## src/rtl/ddr_cmd_pkg.sv

```systemverilog
// ----------------------------------------------------------------------------
// ddr_cmd_pkg
// Shared definitions for the multi-rank DDR4 command decoder.
// Holds the decoded-command enum and its one-hot encoding, the command and
// address bit positions on the A bus, the per-bank request payload, and the
// burst-length helper.
// ----------------------------------------------------------------------------
package ddr_cmd_pkg;

    localparam int unsigned CMD_W = 19;

    // A16/A15/A14 carry RAS_n/CAS_n/WE_n when act_n is high
    localparam int unsigned RAS_BIT = 16;
    localparam int unsigned CAS_BIT = 15;
    localparam int unsigned WE_BIT  = 14;
    localparam int unsigned A10_BIT = 10;
    localparam int unsigned A12_BIT = 12;

    // Value is the bit position in the one-hot commands vector; 9..18 unused
    typedef enum logic [4:0] {
        CMD_ACT  = 5'd0,
        CMD_MRS  = 5'd1,
        CMD_REF  = 5'd2,
        CMD_PRE  = 5'd3,
        CMD_PREA = 5'd4,
        CMD_WR   = 5'd5,
        CMD_RD   = 5'd6,
        CMD_ZQC  = 5'd7,
        CMD_NOP  = 5'd8
    } cmd_e;

    // Per-bank request decoded from the shared bus
    typedef struct packed {
        logic act;
        logic pre;
        logic rw;
        logic wr;
        logic bc4;
    } bank_req_t;

    function automatic logic [CMD_W-1:0] cmd_onehot(input cmd_e c);
        return CMD_W'(1) << c;
    endfunction

    function automatic int unsigned blbits(input int unsigned bl);
        return $clog2(bl);
    endfunction

endpackage

```

## src/rtl/bank_burst_ctrl.sv

```systemverilog
// ----------------------------------------------------------------------------
// bank_burst_ctrl
// State of one DDR4 bank: open row, burst column counter, direction and a
// three-state bank FSM (IDLE, ACTIVE, BURST).
// Ports:
//   clk, rst_n   clock, asynchronous active-low reset
//   cke          0 freezes all state
//   req_i        decoded request for this bank (act/pre/rw/wr/bc4)
//   addr_i       A bus (row on ACT, column in low bits on RD/WR)
//   row_o        open row
//   col_o        current burst column
//   wr_o         1 = write, 0 = read
//   burst_o      burst in progress
//   open_o       bank has an active row
//   illegal_c    combinational: ACT to open bank or RD/WR to idle bank
// ----------------------------------------------------------------------------
module bank_burst_ctrl
    import ddr_cmd_pkg::*;
#(
    parameter int unsigned ADDRWIDTH = 17,
    parameter int unsigned COLWIDTH  = 10,
    parameter int unsigned BL        = 8
) (
    input  logic                 clk,
    input  logic                 rst_n,
    input  logic                 cke,
    input  bank_req_t            req_i,
    input  logic [ADDRWIDTH-1:0] addr_i,
    output logic [ADDRWIDTH-1:0] row_o,
    output logic [COLWIDTH-1:0]  col_o,
    output logic                 wr_o,
    output logic                 burst_o,
    output logic                 open_o,
    output logic                 illegal_c
);

    localparam int unsigned BLBITS = blbits(BL);

    typedef enum logic [1:0] {
        ST_IDLE   = 2'd0,
        ST_ACTIVE = 2'd1,
        ST_BURST  = 2'd2
    } state_e;

    state_e                 state_q, state_d;
    logic [ADDRWIDTH-1:0]   row_q, row_d;
    logic [COLWIDTH-1:0]    col_q, col_d;
    logic [BLBITS-1:0]      cnt_q, cnt_d;
    logic                   wr_q, wr_d;
    logic                   bc4_q, bc4_d;
    logic                   burst_q, burst_d;
    logic                   open_q, open_d;
    logic [COLWIDTH-1:0]    col_inc;
    logic [COLWIDTH-1:0]    wrap_mask;

    // Next-state: burst advance, then ACT/RD/WR, PRE last so it wins
    always_comb begin
        state_d   = state_q;
        row_d     = row_q;
        col_d     = col_q;
        cnt_d     = cnt_q;
        wr_d      = wr_q;
        bc4_d     = bc4_q;
        illegal_c = 1'b0;
        col_inc   = col_q + COLWIDTH'(1);
        // Column wraps inside the aligned burst block
        wrap_mask = bc4_q ? COLWIDTH'(3) : COLWIDTH'(BL - 1);

        if (cke) begin
            if (state_q == ST_BURST) begin
                if (cnt_q == '0) begin
                    state_d = ST_ACTIVE;
                end else begin
                    cnt_d = cnt_q - BLBITS'(1);
                    col_d = (col_q & ~wrap_mask) | (col_inc & wrap_mask);
                end
            end

            if (req_i.act) begin
                if (state_q == ST_IDLE) begin
                    row_d   = addr_i;
                    state_d = ST_ACTIVE;
                end else begin
                    illegal_c = 1'b1;
                end
            end

            if (req_i.rw) begin
                if (state_q == ST_IDLE) begin
                    illegal_c = 1'b1;
                end else begin
                    col_d   = addr_i[COLWIDTH-1:0];
                    wr_d    = req_i.wr;
                    bc4_d   = req_i.bc4;
                    cnt_d   = req_i.bc4 ? BLBITS'(3) : BLBITS'(BL - 1);
                    state_d = ST_BURST;
                end
            end

            if (req_i.pre) begin
                state_d = ST_IDLE;
                wr_d    = 1'b0;
            end
        end

        burst_d = (state_d == ST_BURST);
        open_d  = (state_d != ST_IDLE);
    end

    always_ff @(posedge clk or negedge rst_n) begin
        if (!rst_n) begin
            state_q <= ST_IDLE;
            row_q   <= '0;
            col_q   <= '0;
            cnt_q   <= '0;
            wr_q    <= 1'b0;
            bc4_q   <= 1'b0;
            burst_q <= 1'b0;
            open_q  <= 1'b0;
        end else begin
            state_q <= state_d;
            row_q   <= row_d;
            col_q   <= col_d;
            cnt_q   <= cnt_d;
            wr_q    <= wr_d;
            bc4_q   <= bc4_d;
            burst_q <= burst_d;
            open_q  <= open_d;
        end
    end

    assign row_o   = row_q;
    assign col_o   = col_q;
    assign wr_o    = wr_q;
    assign burst_o = burst_q;
    assign open_o  = open_q;

endmodule

```

## src/rtl/cmd_decoder_mr.sv

```systemverilog
// ----------------------------------------------------------------------------
// cmd_decoder_mr
// Multi-rank registered DDR4 command decoder. Decodes the command bus each
// cycle into one-hot commands and per-rank/bank row, column, direction and
// burst state, with one cycle of latency.
// Optional feature macro: BC4_OTF_EN (A12=0 on RD/WR selects burst chop 4).
// Ports:
//   clk, reset_n        clock, asynchronous active-low reset
//   cke                 0 = ignore bus and hold all state
//   cs_n[RANKS]         per-rank chip select, active low
//   act_n, bg, ba, A    command bus
//   RowId/ColId/rd_o_wr/Burst/BankOpen  per [rank][group][bank] state
//   commands            one-hot command decoded last cycle
//   illegal[RANKS]      one-cycle protocol-violation pulse per rank
// ----------------------------------------------------------------------------
module cmd_decoder_mr
    import ddr_cmd_pkg::*;
#(
    parameter int unsigned RANKS     = 2,
    parameter int unsigned ADDRWIDTH = 17,
    parameter int unsigned COLWIDTH  = 10,
    parameter int unsigned BGWIDTH   = 2,
    parameter int unsigned BAWIDTH   = 2,
    parameter int unsigned BL        = 8
) (
    input  logic                 clk,
    input  logic                 reset_n,
    input  logic                 cke,
    input  logic [RANKS-1:0]     cs_n,
    input  logic                 act_n,
    input  logic [BGWIDTH-1:0]   bg,
    input  logic [BAWIDTH-1:0]   ba,
    input  logic [ADDRWIDTH-1:0] A,
    output logic [ADDRWIDTH-1:0] RowId    [RANKS][2**BGWIDTH][2**BAWIDTH],
    output logic [COLWIDTH-1:0]  ColId    [RANKS][2**BGWIDTH][2**BAWIDTH],
    output logic                 rd_o_wr  [RANKS][2**BGWIDTH][2**BAWIDTH],
    output logic                 Burst    [RANKS][2**BGWIDTH][2**BAWIDTH],
    output logic                 BankOpen [RANKS][2**BGWIDTH][2**BAWIDTH],
    output logic [CMD_W-1:0]     commands,
    output logic [RANKS-1:0]     illegal
);

    localparam int unsigned BANKGROUPS    = 2**BGWIDTH;
    localparam int unsigned BANKSPERGROUP = 2**BAWIDTH;

    logic [RANKS-1:0] sel_c;
    logic             any_sel_c;
    logic [2:0]       code_c;
    cmd_e             cmd_c;
    logic [CMD_W-1:0] cmd_oh_c;
    logic [RANKS-1:0] ill_c;
    logic             bc4_c;
    logic             bank_ill_c [RANKS][BANKGROUPS][BANKSPERGROUP];

`ifdef BC4_OTF_EN
    assign bc4_c = ~A[A12_BIT];
`else
    assign bc4_c = 1'b0;
`endif

    assign sel_c     = ~cs_n & {RANKS{cke}};
    assign any_sel_c = |sel_c;
    assign code_c    = {A[RAS_BIT], A[CAS_BIT], A[WE_BIT]};

    // Shared bus decode; unassigned code 011 is treated as NOP
    always_comb begin
        cmd_c = CMD_NOP;
        if (!act_n) begin
            cmd_c = CMD_ACT;
        end else begin
            case (code_c)
                3'b000:  cmd_c = CMD_MRS;
                3'b001:  cmd_c = CMD_REF;
                3'b010:  cmd_c = A[A10_BIT] ? CMD_PREA : CMD_PRE;
                3'b100:  cmd_c = CMD_WR;
                3'b101:  cmd_c = CMD_RD;
                3'b110:  cmd_c = CMD_ZQC;
                default: cmd_c = CMD_NOP;
            endcase
        end
        cmd_oh_c = any_sel_c ? cmd_onehot(cmd_c) : '0;
    end

    for (genvar r = 0; r < int'(RANKS); r++) begin : g_rank
        for (genvar g = 0; g < int'(BANKGROUPS); g++) begin : g_group
            for (genvar b = 0; b < int'(BANKSPERGROUP); b++) begin : g_bank
                bank_req_t req_c;
                logic      hit_c;

                // Route the decoded command to this bank
                always_comb begin
                    hit_c       = (bg == BGWIDTH'(g)) && (ba == BAWIDTH'(b));
                    req_c       = '0;
                    req_c.act   = sel_c[r] && (cmd_c == CMD_ACT) && hit_c;
                    req_c.pre   = sel_c[r] && (((cmd_c == CMD_PRE) && hit_c) ||
                                               (cmd_c == CMD_PREA));
                    req_c.rw    = sel_c[r] && ((cmd_c == CMD_WR) || (cmd_c == CMD_RD)) && hit_c;
                    req_c.wr    = (cmd_c == CMD_WR);
                    req_c.bc4   = bc4_c;
                end

                bank_burst_ctrl #(
                    .ADDRWIDTH (ADDRWIDTH),
                    .COLWIDTH  (COLWIDTH),
                    .BL        (BL)
                ) u_bank (
                    .clk       (clk),
                    .rst_n     (reset_n),
                    .cke       (cke),
                    .req_i     (req_c),
                    .addr_i    (A),
                    .row_o     (RowId[r][g][b]),
                    .col_o     (ColId[r][g][b]),
                    .wr_o      (rd_o_wr[r][g][b]),
                    .burst_o   (Burst[r][g][b]),
                    .open_o    (BankOpen[r][g][b]),
                    .illegal_c (bank_ill_c[r][g][b])
                );
            end
        end
    end

    // Per-rank violation: any bank violation, or REF with a bank open
    always_comb begin
        ill_c = '0;
        for (int r = 0; r < int'(RANKS); r++) begin
            for (int g = 0; g < int'(BANKGROUPS); g++) begin
                for (int b = 0; b < int'(BANKSPERGROUP); b++) begin
                    ill_c[r] = ill_c[r] | bank_ill_c[r][g][b] |
                               (sel_c[r] && (cmd_c == CMD_REF) && BankOpen[r][g][b]);
                end
            end
        end
    end

    always_ff @(posedge clk or negedge reset_n) begin
        if (!reset_n) begin
            commands <= '0;
            illegal  <= '0;
        end else begin
            commands <= cmd_oh_c;
            illegal  <= ill_c;
        end
    end

endmodule
```

## config.mk

```make
export PLATFORM = sky130hd
export DESIGN_NAME = cmd_decoder_mr
export DESIGN_NICKNAME = d
export VERILOG_FILES = /design/src/rtl/ddr_cmd_pkg.sv /design/src/rtl/bank_burst_ctrl.sv /design/src/rtl/cmd_decoder_mr.sv
export SDC_FILE = /design/constraint.sdc
export NUM_CORES = 2
export LEC_CHECK = 0
export ABC_CLOCK_PERIOD_IN_PS = 2200
export CORE_AREA = 2 2 394 396
export CTS_CLUSTER_DIAMETER = 60
export DETAILED_ROUTE_END_ITERATION = 10
export DIE_AREA = 0 0 396 398
export REMOVE_ABC_BUFFERS = 1
export SLEW_MARGIN = 10
export SYNTH_ARGS = -nofsm -noshare
export SYNTH_HDL_FRONTEND = slang
export SYNTH_SLANG_ARGS = --single-unit
```

## constraint.sdc

```tcl
create_clock -name clk -period 2.2 [get_ports clk]
set_input_delay 0.44 -clock clk [delete_from_list [all_inputs] [get_ports clk]]
set_output_delay 0.44 -clock clk [all_outputs]
set_load 0.02 [all_outputs]
```

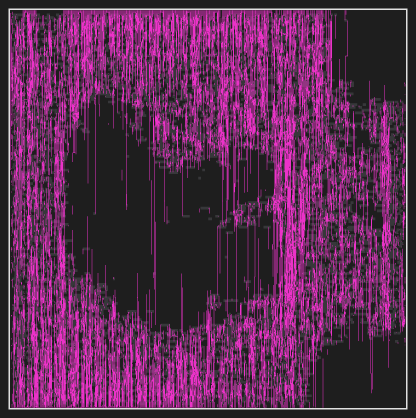
(the metal 2 layer)
Drawn at 1 px/um. Cells faint in the background.
- wire length on this layer: 91.8 mm
- main direction: vertical
- longest straight run: 157 um
- nets with wire on the layer: 4957
via count: 38200
met2 Usage GRT: 0.393
final wirelength: 192000 um

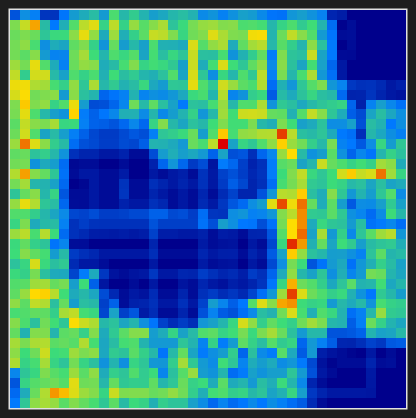
(signal metal coverage by tile)
Drawn at 1 px/um. 40 x 40 tiles, from dark blue (low) to red (high), scaled to the fullest tile. Values are wire area over tile area, all layers added.
- emptiest ninth of the die: centre
- nearly empty tiles: 6.6%
- fullest tile: 0.57
Total GRT Usage: 0.239
Routed wire per std cell: 24.7 um

==> run_results.csv <==
group,metric,value,unit
power,internal_power,42.1,mW
worst_setup_path,cp_slowest_cell,"dlygate4sd2_1",
power,clkPwrFrac,0.367,
power,p_switching,19.6,mW
synthesis,topCombFamilyByArea,"simple AND/OR/NAND/NOR gates",
finish,nets,5784,
routing,drt_iter0_drc,2250,
floorplan,fp-row-count,144,
power,swShare,0.317,
floorplan,fp.coreArea,153000,um2
worst_setup_path,start_kind,"flip-flop",
cts,cts_resized,996,
synthesis,synth_chip_area,49500,um2
finish,layout_top_cells,"dfrtp_1, nand2_1, dlygate4sd2_1",
sta,timing.fmax,460,MHz
synthesis,simple_gate_share,0.141,
synthesis,edf_count,0,
finish,syn_to_final_growth,37.1,%
run,drv_cap,0,
synthesis,yosys.area_share.adder,0.0324,
synthesis,flop_cell,"dfrtp_1",
cts,cts_sinks,1138,
worst_setup_path,critPathBufInv,1,
cts,root_buffer,"clkbuf_16",
cts,clk_latency,0.78,ns
floorplan,dieArea,158000,um2
sta,period_used_share,0.987,
cts,hold_buffers,2,
cts,cts_buffer_depth,3,
synthesis,synth_warnings,0,
worst_setup_path,worstPathRequired,1.76,ns
finish,layoutNonFillerInstCount,7770,
sta,setup_tns,0,ns
synthesis,common_cells,"dfrtp_1, nand2_1, mux2_2",
placed_design,portBuffers,1004,
sta,hold_viol_final,0,
floorplan,die_y,398,um
sta,maxSlewHeadroom,0.345,
run,warnings,90,
worst_setup_path,slowest_delay,0.57,ns
worst_setup_path,reg2reg_to,"g_rank[1].g_group[2].g_bank[2].u_bank.col_o[1]",
synthesis,netlist_area,49500,um2
sta,fin_hold_ws,0.135,ns
routing,ant_nets,0,
routing,drc_errors,0,
worst_setup_path,crit_fanout,3,
cts,cts_setup_buffers,0,
status,status,"complete, no violations",
routing,wl_met1,79400,um
routing,top_layer,"met5",
sta,finalSetupViolations,0,
global_routing,grt_pass1_vias,38600,
global_routing,grt_max_degree,95,
power,pg_seq,25.6,mW
synthesis,yosys_cells,4408,
cts,cts_buffers,136,
synthesis,postSynthSeqShare,0.575,
cts,htree_num_levels,4,
synthesis,ys.flops,1138,
cts,cts_tree,"done",
placed_design,hpwl,141000,um
finish,comb_area,18500,um2
placed_design,placed_area,64500,um2
synthesis,synth_xor_xnor_area_share,0.0119,
worst_setup_path,cpLargestDelayFamily,"buffers and inverters",
global_routing,grt_overflow,0,
hold_path,hold_path.class,"in -> reg",
finish,post-route-cell-area,67900,um2
synthesis,synth.area.mux_share,0.128,
floorplan,fp_util,0.323,
routing,drt_first_pass_iters,6,
synthesis,most_common_cell,"dfrtp_1",
sta,setup_ws,0.0284,ns
worst_setup_path,worstPathArrival,1.73,ns
sta,final.min_clock_period,2.17,ns
power,pwr-share-comb,0.218,
power,powerComb,13.5,mW
sta,rsz0062_at_grt,"no",
routing,via_per_inst,4.92,
finish,regArea,28500,um2
finish,fillers,14500,
power,total_leakage_power,37.1,nW
routing,wl_met2,91800,um
synthesis,synthAoiAreaFrac,0.0587,
sta,drv_slew,0,
sta,worst_slew_pin_slew,0.982,ns
power,vdd_drop_max,725,uV
power,powerDensity,909,nW/um2
floorplan,die_width,396,um
worst_setup_path,reg2reg_setup_slack,0.15,ns
worst_setup_path,path_class,"reg -> out",
finish,layout_top_cell,"dfrtp_1",
global_routing,grt_pass1_wl,275000,um
finish,final_layout_size_suffix_gt1_frac,0.229,
cts,clk_pin_slew,0.06,ns
routing,dr_wl_met3,14300,um
placed_design,finalWeightedCongestion,0.896,
power,p_clk,22.6,mW
synthesis,netlist_instances,4408,
hold_path,hold_start,"A[9]",
worst_setup_path,cp-end-kind,"output port",
floorplan,pin_count,1008,
global_routing,antenna_found_initial,12,
placed_design,dpl_worst_slack,-0.416,ns
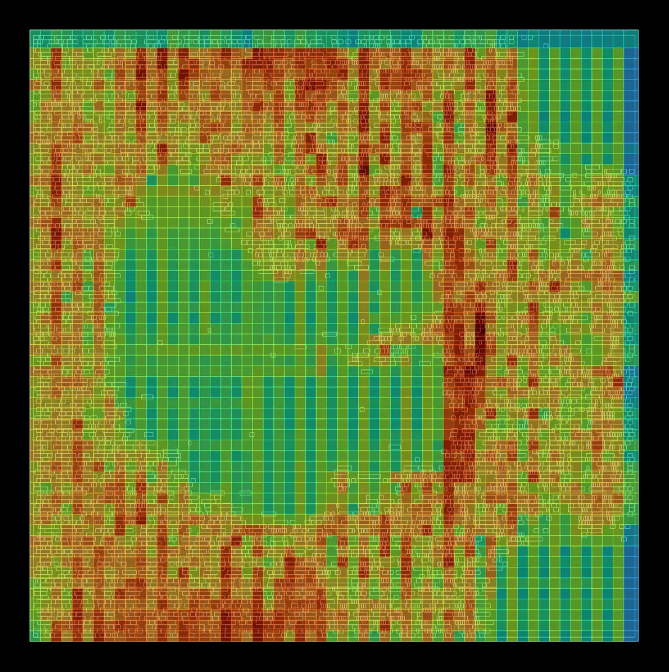
(routing congestion)
post-layout util: 0.443
GR Layer Usage met1: 0.301
busiest grt layer: met2
met3 global-route usage: 0.0698

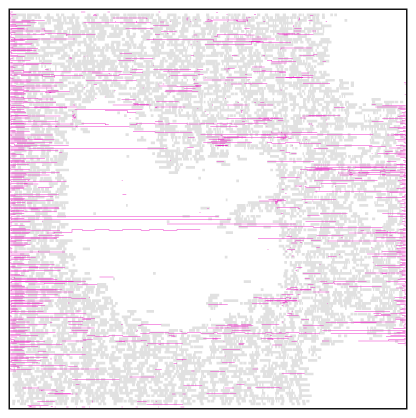
(metal 3)
Drawn at 1 px/um. Cells faint in the background.
- longest straight run: 219 um
- wire length on this layer: 14300 um
- main direction: horizontal
- share of all routed wire: 7.4%
- nets with wire on the layer: 714

tightest hold or removal path: cells and delay by family:
kind	cells	cell delay (ns)
buffers and inverters	1	0.23
AND/OR/NAND/NOR	2	0.15
worst max-delay path by stage:
| stage | startpoint | to | slack (ns) | depth (start not counted) |
|---|---|---|---|---|
| final | g_rank[1].g_group[1].g_bank[1].u_bank.col_o[1] | ColId[101] | 0.03 | 1 |
| after global routing | commands[9] | commands[9] | 0.001 | 1 |
| after CTS | g_rank[0].g_group[2].g_bank[2].u_bank.col_o[5] | ColId[215] | 0.00004 | 1 |
| after detailed placement | act_n | g_rank[1].g_group[0].g_bank[2].u_bank.col_o[1] | -0.42 | 9 |
| after global placement | act_n | g_rank[1].g_group[0].g_bank[2].u_bank.col_o[1] | -0.41 | 9 |
| after floorplan | cs_n[0] | g_rank[0].g_group[1].g_bank[3].u_bank.row_o[0] | -0.76 | 3 |
layout make-up:
class / count / area share
flip-flops and latches: 1138 / 0.420
well taps: 2044 / 0.0377
multi-input cells: 2731 / 0.272
repair buffers: 1443 / 0.194
diodes: 4 / 0.000147
inverters: 179 / 0.00990
clock buffers: 188 / 0.0573
clock inverters: 43 / 0.00866
registers in the layout, summed over array words and instances (netlist names):
register and cells:
g_rank.g_group.g_bank.u_bank.row_o 544, commands 16, illegal 2, g_rank.g_group.g_bank.u_bank.col_o 320, g_rank.g_group.g_bank.u_bank.burst_o 32, g_rank.g_group.g_bank.u_bank.open_o 32
g_rank.g_group.g_bank.u_bank.wr_o 32, g_rank.g_group.g_bank.u_bank.cnt_q 96, g_rank.g_group.g_bank.u_bank.state_q 64
metal layers:
layer | GRT usage | vias up
met5 | 0 | -
met4 | 0.0788 | 10
met3 | 0.0698 | 290
met2 | 0.393 | 1267
met1 | 0.301 | 19500
li1 | - | 17100
Power and IR drop assume default switching activity.
